`src/rtl/reloj_contador.sv`:
```
// RELOJ time-of-day core: BCD HH:MM:SS from a prescaled 1 s tick,
// two debounced set buttons, registered 7-seg digits, colon and blink.
//
// Ports:
//   Clock, Reset        : system clock, async active-high reset
//   btn_mode, btn_inc   : raw active-high push-buttons (asynchronous)
//   display0..display3  : min units, min tens, hour units, hour tens
//                         as active-low {g,f,e,d,c,b,a}
//   colon               : high during first half of each second
//   mode_state          : 00 RUN, 01 SET_HOUR, 10 SET_MIN
module reloj_contador #(
  parameter int TICK_DIV        = 50000000,
  parameter int DEBOUNCE_CYCLES = 1000000
) (
  input  logic       Clock,
  input  logic       Reset,
  input  logic       btn_mode,
  input  logic       btn_inc,
  output logic [6:0] display0,
  output logic [6:0] display1,
  output logic [6:0] display2,
  output logic [6:0] display3,
  output logic       colon,
  output logic [1:0] mode_state
);

  localparam int PW = (TICK_DIV > 2) ? $clog2(TICK_DIV) : 1;
  localparam int DW = $clog2(DEBOUNCE_CYCLES + 1);
  localparam logic [6:0] BLANK = 7'b1111111;
  localparam logic [6:0] ZERO  = 7'b1000000;

  typedef enum logic [1:0] {
    RUN      = 2'b00,
    SET_HOUR = 2'b01,
    SET_MIN  = 2'b10
  } state_t;

  state_t state, state_nx;

  // Button path: index 0 = mode, 1 = inc
  logic [1:0]    raw, s1, s2, lvl, arm, press;
  logic [1:0]    vld;
  logic [DW-1:0] cnt [2];

  assign raw = {btn_inc, btn_mode};

  // vld marks when s2 holds a real sample rather than reset fill
  always_ff @(posedge Clock or posedge Reset) begin
    if (Reset) begin
      s1  <= '0;
      s2  <= '0;
      vld <= '0;
    end else begin
      s1  <= raw;
      s2  <= s1;
      vld <= {vld[0], 1'b1};
    end
  end

  // A button held through reset must be seen low once (arm) before
  // its debounced rise may count as a press.
  always_ff @(posedge Clock or posedge Reset) begin
    if (Reset) begin
      cnt[0] <= '0;
      cnt[1] <= '0;
      lvl    <= '0;
      arm    <= '0;
      press  <= '0;
    end else begin
      for (int i = 0; i < 2; i++) begin
        press[i] <= 1'b0;
        if (vld[1] && !s2[i]) arm[i] <= 1'b1;
        if (s2[i] == lvl[i]) begin
          cnt[i] <= '0;
        end else if (cnt[i] == DW'(DEBOUNCE_CYCLES - 1)) begin
          cnt[i]   <= '0;
          lvl[i]   <= s2[i];
          press[i] <= s2[i] & arm[i];
        end else begin
          cnt[i] <= cnt[i] + DW'(1);
        end
      end
    end
  end

  logic mode_p, inc_p;
  assign mode_p = press[0];
  assign inc_p  = press[1] & ~press[0];

  // Prescaler
  logic [PW-1:0] presc;
  logic          tick, half, sec_clr;

  assign tick    = (presc == PW'(TICK_DIV - 1));
  assign half    = (presc < PW'(TICK_DIV / 2));
  assign sec_clr = (state == SET_MIN) && mode_p;

  always_ff @(posedge Clock or posedge Reset) begin
    if (Reset) begin
      presc <= '0;
    end else if (sec_clr || tick) begin
      presc <= '0;
    end else begin
      presc <= presc + PW'(1);
    end
  end

  // FSM
  always_ff @(posedge Clock or posedge Reset) begin
    if (Reset) state <= RUN;
    else       state <= state_nx;
  end

  always_comb begin
    state_nx = state;
    if (mode_p) begin
      unique case (state)
        RUN:      state_nx = SET_HOUR;
        SET_HOUR: state_nx = SET_MIN;
        SET_MIN:  state_nx = RUN;
        default:  state_nx = RUN;
      endcase
    end
  end

  // BCD time
  logic [3:0] s_u, m_u, h_u;
  logic [2:0] s_t, m_t;
  logic [1:0] h_t;
  logic       run_tick, s_wrap, m_wrap, h_wrap;
  logic       step_m, step_h;

  assign run_tick = (state == RUN) && tick;
  assign s_wrap   = (s_u == 4'd9) && (s_t == 3'd5);
  assign m_wrap   = (m_u == 4'd9) && (m_t == 3'd5);
  assign h_wrap   = (h_u == 4'd3) && (h_t == 2'd2);
  assign step_m   = (run_tick && s_wrap) ||
                    ((state == SET_MIN) && inc_p);
  assign step_h   = (run_tick && s_wrap && m_wrap) ||
                    ((state == SET_HOUR) && inc_p);

  always_ff @(posedge Clock or posedge Reset) begin
    if (Reset) begin
      s_u <= '0;
      s_t <= '0;
      m_u <= '0;
      m_t <= '0;
      h_u <= '0;
      h_t <= '0;
    end else begin
      if (sec_clr) begin
        s_u <= '0;
        s_t <= '0;
      end else if (run_tick) begin
        if (s_u == 4'd9) begin
          s_u <= '0;
          s_t <= (s_t == 3'd5) ? 3'd0 : s_t + 3'd1;
        end else begin
          s_u <= s_u + 4'd1;
        end
      end
      if (step_m) begin
        if (m_u == 4'd9) begin
          m_u <= '0;
          m_t <= (m_t == 3'd5) ? 3'd0 : m_t + 3'd1;
        end else begin
          m_u <= m_u + 4'd1;
        end
      end
      if (step_h) begin
        if (h_wrap) begin
          h_u <= '0;
          h_t <= '0;
        end else if (h_u == 4'd9) begin
          h_u <= '0;
          h_t <= h_t + 2'd1;
        end else begin
          h_u <= h_u + 4'd1;
        end
      end
    end
  end

  function automatic logic [6:0] seg(input logic [3:0] d);
    case (d)
      4'd0:    return 7'b1000000;
      4'd1:    return 7'b1111001;
      4'd2:    return 7'b0100100;
      4'd3:    return 7'b0110000;
      4'd4:    return 7'b0011001;
      4'd5:    return 7'b0010010;
      4'd6:    return 7'b0000010;
      4'd7:    return 7'b1111000;
      4'd8:    return 7'b0000000;
      4'd9:    return 7'b0010000;
      default: return BLANK;
    endcase
  endfunction

  logic blank_h, blank_m;
  assign blank_h = (state == SET_HOUR) && !half;
  assign blank_m = (state == SET_MIN) && !half;

  always_ff @(posedge Clock or posedge Reset) begin
    if (Reset) begin
      display0   <= ZERO;
      display1   <= ZERO;
      display2   <= ZERO;
      display3   <= ZERO;
      colon      <= 1'b0;
      mode_state <= 2'b00;
    end else begin
      display0   <= blank_m ? BLANK : seg(m_u);
      display1   <= blank_m ? BLANK : seg({1'b0, m_t});
      display2   <= blank_h ? BLANK : seg(h_u);
      display3   <= blank_h ? BLANK : seg({2'b00, h_t});
      colon      <= half;
      mode_state <= state;
    end
  end

endmodule
```
`config.mk`:
```
export PLATFORM = sky130hd
export DESIGN_NAME = reloj_contador
export DESIGN_NICKNAME = d
export VERILOG_FILES = /design/src/rtl/reloj_contador.sv
export SDC_FILE = /design/constraint.sdc
export NUM_CORES = 1
export LEC_CHECK = 0
export ABC_CLOCK_PERIOD_IN_PS = 7400
export CORE_AREA = 2 2 102 104
export CTS_BUF_LIST = sky130_fd_sc_hd__clkbuf_8
export CTS_CLUSTER_DIAMETER = 100
export DETAILED_ROUTE_END_ITERATION = 8
export DIE_AREA = 0 0 104 106
export PLACE_DENSITY_LB_ADDON = 0.3
export SLEW_MARGIN = 25
export SYNTH_ARGS = -nofsm -noshare
export SYNTH_HDL_FRONTEND = slang
export SYNTH_SLANG_ARGS = --single-unit
export TNS_END_PERCENT = 50
```
`constraint.sdc`:
```
create_clock -name Clock -period 7.4 [get_ports Clock]
set_clock_uncertainty 0.1 [all_clocks]
set_input_delay 0.74 -clock Clock [delete_from_list [all_inputs] [get_ports Clock]]
set_output_delay 0.74 -clock Clock [all_outputs]
set_load 0.02 [all_outputs]
```
Run 1, floorplan with the power grid:
The bar under the picture is 20 um long. Pins as bars on the die edge. Tap cells in grey.
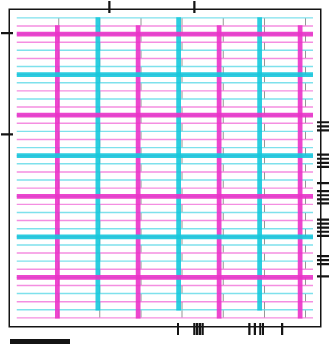
VDD -> cyan
VSS -> magenta
met1 rails = 38
met5 straps = 7
met4 straps = 7
Die Y: 106 um
maximum VDD drop: 99.5 uV
Core ar.: 10000 um2
Horiz. Die Dim: 104 um

Run 1, placement by cell class:
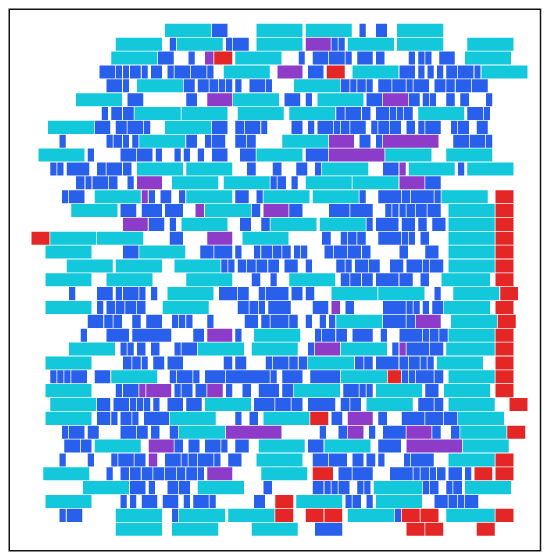
other buffers and delay cells -> red  # cells 36
clock drivers and dummy loads -> purple  # cells 32
all other logic -> blue  # cells 475
flops -> cyan  # cells 130
Row Count: 37
flop share of the area: 0.457
Final Cell Area: 7140 um2

Run 1, clock wires, drivers and flops:
The bar under the picture is 20 um long.
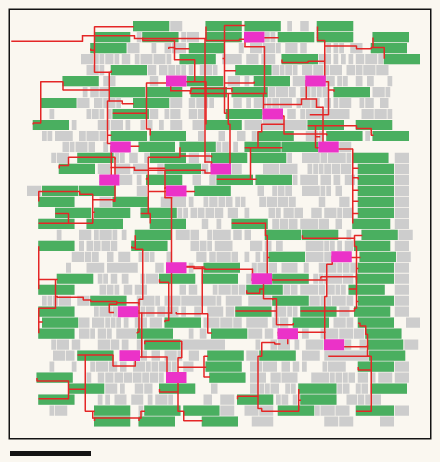
clock wires -> red  # length 1,430 um
flip-flops -> green  # count 130
cells driving clock nets -> magenta  # count 17
routed clock nets = 18
Insertion Delay late pin: 0.43 ns
P_clk: 0.630 mW
Clock Power Share: 0.459

Run 1, metal layers overlaid:
The bar under the picture is 20 um long. Two of the layers only.
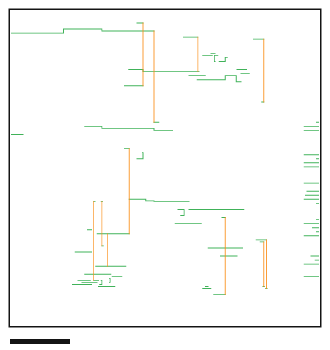
met4 -> orange  # wire length 222 um
met3 -> green  # wire length 397 um
final wirelength: 11.2 mm
GRT Total Usage: 0.221
routed len/inst: 13.9 um

==> run summary, run 1 <==
Run status: finished, final reports clean
P_int: 1.09 mW
Logic area: 2850 um2
CTS buffer count: 17
Switching Share: 0.206
Chip area: 11,000 um2
CTS tree: built
Critical Path AT: 2.78 ns
CP Depth: 5
Max cap viols: 0
Worst path bufs/invs: 0
Post-synth top flop: dfrtp_1
Slew headroom: 0.443
Worst Path Max Fanout: 25
H-tree depth: 4
Cts repair resizes: 0
Ports: 35
Top cells by count, synth: dfrtp_1, nor2_1, nand2_1
Aoi share: 0.0649
Cell type with the largest total area: dfrtp_1
Hold Slack: 0.254 ns
Largest net degree at the start of global routing: 81
Final setup margin: 4.80 ns
Antenna violations before repair: 0
Area share, top type: 0.505
CP max stage delay: 0.63 ns
Via count: 4,488
Worst Tran Pin Value: 0.830 ns
Post-route setup TNS: 0 ns
Flops & latches, synth: 130
XOR/XNOR share of the synthesized area: 0.0898
Met2 GRT Util: 0.359
CP delay by family, top: simple AND/OR/NAND/NOR gates
Synthesized area: 6240 um2
Type of origin of the critical path: flip-flop
Pwr Total: 1.37 mW
Switching power: 0.283 mW
FMAX: 385 MHz
Count of library flops with an enable pin: 0
Antenna Nets Post-Route: 0
Initial Util: 0.624
Vias per inst: 5.55
First-pass DRT Iterations: 5
R2R Path Start: presc[18]$_DFF_PP0_
Clock Path Buffers: 2
Area delta synth->final: 14.3%
Register area share after synthesis: 0.522
Min-Delay Path Class: reg2reg
Fin nets: 685
Reg2reg setup slack: 4.80 ns
Endpoint class of the critical path: flip-flop
Shortest period the worst path allows: 2.60 ns
Critical path launch point: presc[18]$_DFF_PP0_
Uppermost layer routed: met4
Combinational power share: 0.018
Largest logic family: simple AND/OR/NAND/NOR gates
Hold Path Sink: s2[0]$_DFF_PP0_
Number of global-route vias before repair: 4,342
Clk sink count: 130
Storage element area: 3260 um2
Starting DRT DRC Count: 211
End of the critical path: presc[23]$_DFF_PP0_
R2R depth: 5
Busiest metal layer after global routing: met2
Synth area leaders: dfrtp_1, nor2_1, xor2_1, ha_1, xnor2_1
Post-CTS setup buffers: 0
Mux share: 0.0202
Finish-stage setup viols: 0
Syn. warnings: 0
CP cell instances: or4b_4, nor4_4, nand3_1, nand2_1, nor2_1
Crit path required time: 7.58 ns
# placed instances: 777
Fin crit share: 0.351
Grt ovf: 0
Master of the slowest instance on the critical path: nand2_1
Hold depth: 0
Avg Cell Area, Syn: 10.1 um2
Cell with the most instances after synthesis: dfrtp_1
Final Hold Violation Tally: 0
Setup WS pre-CTS: 4.59 ns
Flop pwr share: 0.523
Hold-fix buffers at CTS: 0
Simple-gate share of the synthesized area: 0.238
Gpl congestion: 0.839
Number of cells in Yosys stat: 619
Worst hold path startpoint: s1[0]$_DFF_PP0_
Pwr Density: 192 nW/um2
RSZ-0062 raised after global routing: false
Buffers on Ports: 34
Synth cell types: 63
-- run 1: cells in the final DEF, fill, tap and decap left out, types with 5 or more instances in the layout --
| cell type | count |
|---|---|
| xnor2_1 | 30 |
| and4_1 | 5 |
| nor4_1 | 5 |
| ha_1 | 21 |
| nand2_1 | 55 |
| clkbuf_8 | 18 |
| nor2_1 | 96 |
| xor2_1 | 34 |
| and3_1 | 11 |
| or3_1 | 6 |
| nand3_1 | 38 |
| a21oi_1 | 15 |
| nand2b_1 | 6 |
| nand3b_1 | 8 |
| dfrtp_1 | 126 |
| nand4_1 | 19 |
| inv_1 | 24 |
| o211ai_1 | 8 |
| nor3_1 | 13 |
| o21ai_0 | 22 |
| clkdlybuf4s50_1 | 34 |
-- run 1: sequential cells by signal (all words and copies together), names as in the netlist --
register,flops
mode_state,2
vld,2
s1,2
s_t,3
m_u,4
arm,2
h_u,4
display3,6
cnt,40
presc,26
h_t,2
s2,2
display1,7
display0,7
s_u,4
m_t,3
state,2
display2,7
colon,1
lvl,2
press,2
-- run 1: cell type report --
| class | instances | area share |
|---|---|---|
| Clock inverter | 14 | 0.0242 |
| Tap cell | 136 | 0.0238 |
| Multi-Input combinational cell | 454 | 0.399 |
| Clock buffer | 18 | 0.0347 |
| Sequential cell | 130 | 0.457 |
| Timing Repair Buffer | 36 | 0.0503 |
| Inverter | 21 | 0.0114 |
-- run 1: power groups by stage --
| stage | clock [mW] | combinational, mW | sequential, mW |
|---|---|---|---|
| 4_1_cts | 0.644 | 0.0256 | 0.719 |
| 3_3_place_gp | 0 | 0.0247 | 0.732 |
| 3_5_place_dp | 0 | 0.0253 | 0.732 |
| 5_1_grt | 0.677 | 0.0292 | 0.719 |
| 2_1_floorplan | 0 | 0.0182 | 0.731 |
| 6_report | 0.630 | 0.0246 | 0.719 |
==> inputs of run 2 (changes only) <==
--- a/config.mk
+++ b/config.mk
@@ -5,12 +5,12 @@
 export SDC_FILE = /design/constraint.sdc
 export NUM_CORES = 1
 export LEC_CHECK = 0
-export ABC_CLOCK_PERIOD_IN_PS = 7400
-export CORE_AREA = 2 2 102 104
+export ABC_CLOCK_PERIOD_IN_PS = 2700
+export CORE_AREA = 2 2 104 106
 export CTS_BUF_LIST = sky130_fd_sc_hd__clkbuf_8
 export CTS_CLUSTER_DIAMETER = 100
 export DETAILED_ROUTE_END_ITERATION = 8
-export DIE_AREA = 0 0 104 106
+export DIE_AREA = 0 0 106 108
 export PLACE_DENSITY_LB_ADDON = 0.3
 export SLEW_MARGIN = 25
 export SYNTH_ARGS = -nofsm -noshare
==> constraint.sdc (replaced) <==
create_clock -name Clock -period 2.7 [get_ports Clock]
set_clock_uncertainty 0.1 [all_clocks]
set_input_delay 0.27 -clock Clock [delete_from_list [all_inputs] [get_ports Clock]]
set_output_delay 0.27 -clock Clock [all_outputs]
set_load 0.02 [all_outputs]
Run 2, metal layers overlaid:
The bar under the picture is 20 um long. Two of the layers only.
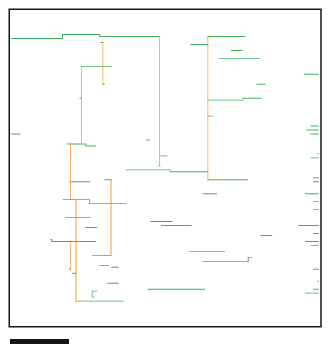
met3 -> green  # wire length 405 um
met4 -> orange  # wire length 223 um
routed len/inst: 13.8 um
GRT Total Usage: 0.223
final wirelength: 11.3 mm

Run 2, clock wiring as the flow saved it:
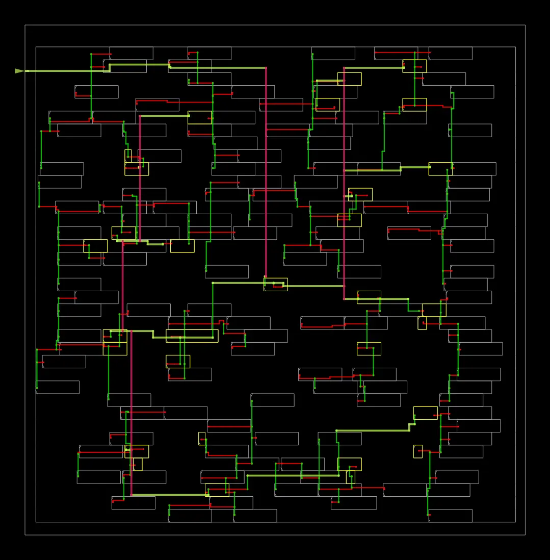
Insertion Delay late pin: 0.45 ns
CTS buffer count: 17

==> run summary, run 2 <==
Run status: finished, final reports clean
XOR/XNOR share of the synthesized area: 0.0898
Aoi share: 0.0649
Fin crit share: 0.917
Max cap viols: 0
Cts repair resizes: 0
Main power group: registers
Row Count: 37
R2R Path Start: presc[10]$_DFF_PP0_
Count of library flops with an enable pin: 0
Vias per inst: 5.58
CP max stage delay: 0.58 ns
CTS tree: built
Worst path bufs/invs: 0
Synth cell types: 63
Reg with most FFs: cnt
Max reg flops: 40
Avg Cell Area, Syn: 10.1 um2
Starting DRT DRC Count: 208
Hold Path Sink: s1[1]$_DFF_PP0_
Sequential Power: 1.97 mW
FMAX: 404 MHz
Number of global-route vias before repair: 4,616
Combinational power: 0.0778 mW
Flop pwr share: 0.550
Worst Path Max Fanout: 7
P_clk: 1.53 mW
Met2 GRT Util: 0.362
Worst hold path startpoint: btn_inc
Clock Power Share: 0.428
Reg2reg setup slack: 0.23 ns
Final setup margin: 0.225 ns
Commonest Layout Cell: dfrtp_1
Largest logic family: simple AND/OR/NAND/NOR gates
Area share, top type: 0.505
Number of cells in Yosys stat: 619
Critical Path AT: 2.71 ns
Worst Tran Pin Value: 0.742 ns
==> run 2: cell counts after synthesis <==
No cell type changed its count.
==> run 2: worst max-delay path by stage <==
stage | startpoint | endpoint | slack [ns] | cells after the start
2_1_floorplan | presc[10]$_DFF_PP0_ | m_t[1]$_DFFE_PP0P_ | 0.47 | 5
3_3_place_gp | presc[10]$_DFF_PP0_ | m_t[1]$_DFFE_PP0P_ | 0.35 | 5
3_5_place_dp | presc[10]$_DFF_PP0_ | m_t[1]$_DFFE_PP0P_ | 0.24 | 5
4_1_cts | presc[10]$_DFF_PP0_ | m_t[1]$_DFFE_PP0P_ | 0.22 | 5
5_1_grt | cnt[0]$_DFF_PP0_ | cnt[5]$_DFF_PP0_ | 0.05 | 6
6_report | presc[10]$_DFF_PP0_ | m_t[1]$_DFFE_PP0P_ | 0.23 | 5
==> run 2: kinds of logic (layout without fill, tap and decap cells) <==
| kind of cell | Yosys count | in the layout |
|---|---|---|
| AND/OR/NAND/NOR | 292 | 292 |
| adder cells (fa/ha/maj) | 21 | 21 |
| flip-flops | 130 | 130 |
| AND-OR/OR-AND | 65 | 65 |
| multiplexers | 11 | 11 |
| buffers and inverters | 35 | 93 |
| other | 1 | 1 |
| XOR/XNOR | 64 | 64 |
==> run 2: stage by stage <==
stage / instances / instance area, um2 / power [mW]
after floorplan: 619 / 6250 / 2.05
after global placement: 783 / 6800 / 2.08
after detailed placement: 783 / 6800 / 2.09
after CTS: 813 / 7170 / 3.62
after global routing: 813 / 7170 / 3.72
final: 813 / 7170 / 3.58
==> run 2: area by class of cell <==
cell class                 count  area, um2
clock buffer                  23        317
clock inverter                 7       57.6
fill                         758       3060
inverter                      21       82.6
multi-input combinational    454       2850
sequential                   130       3260
tap                          136        170
timing repair buffer          42        438
Power and IR drop assume default switching activity.
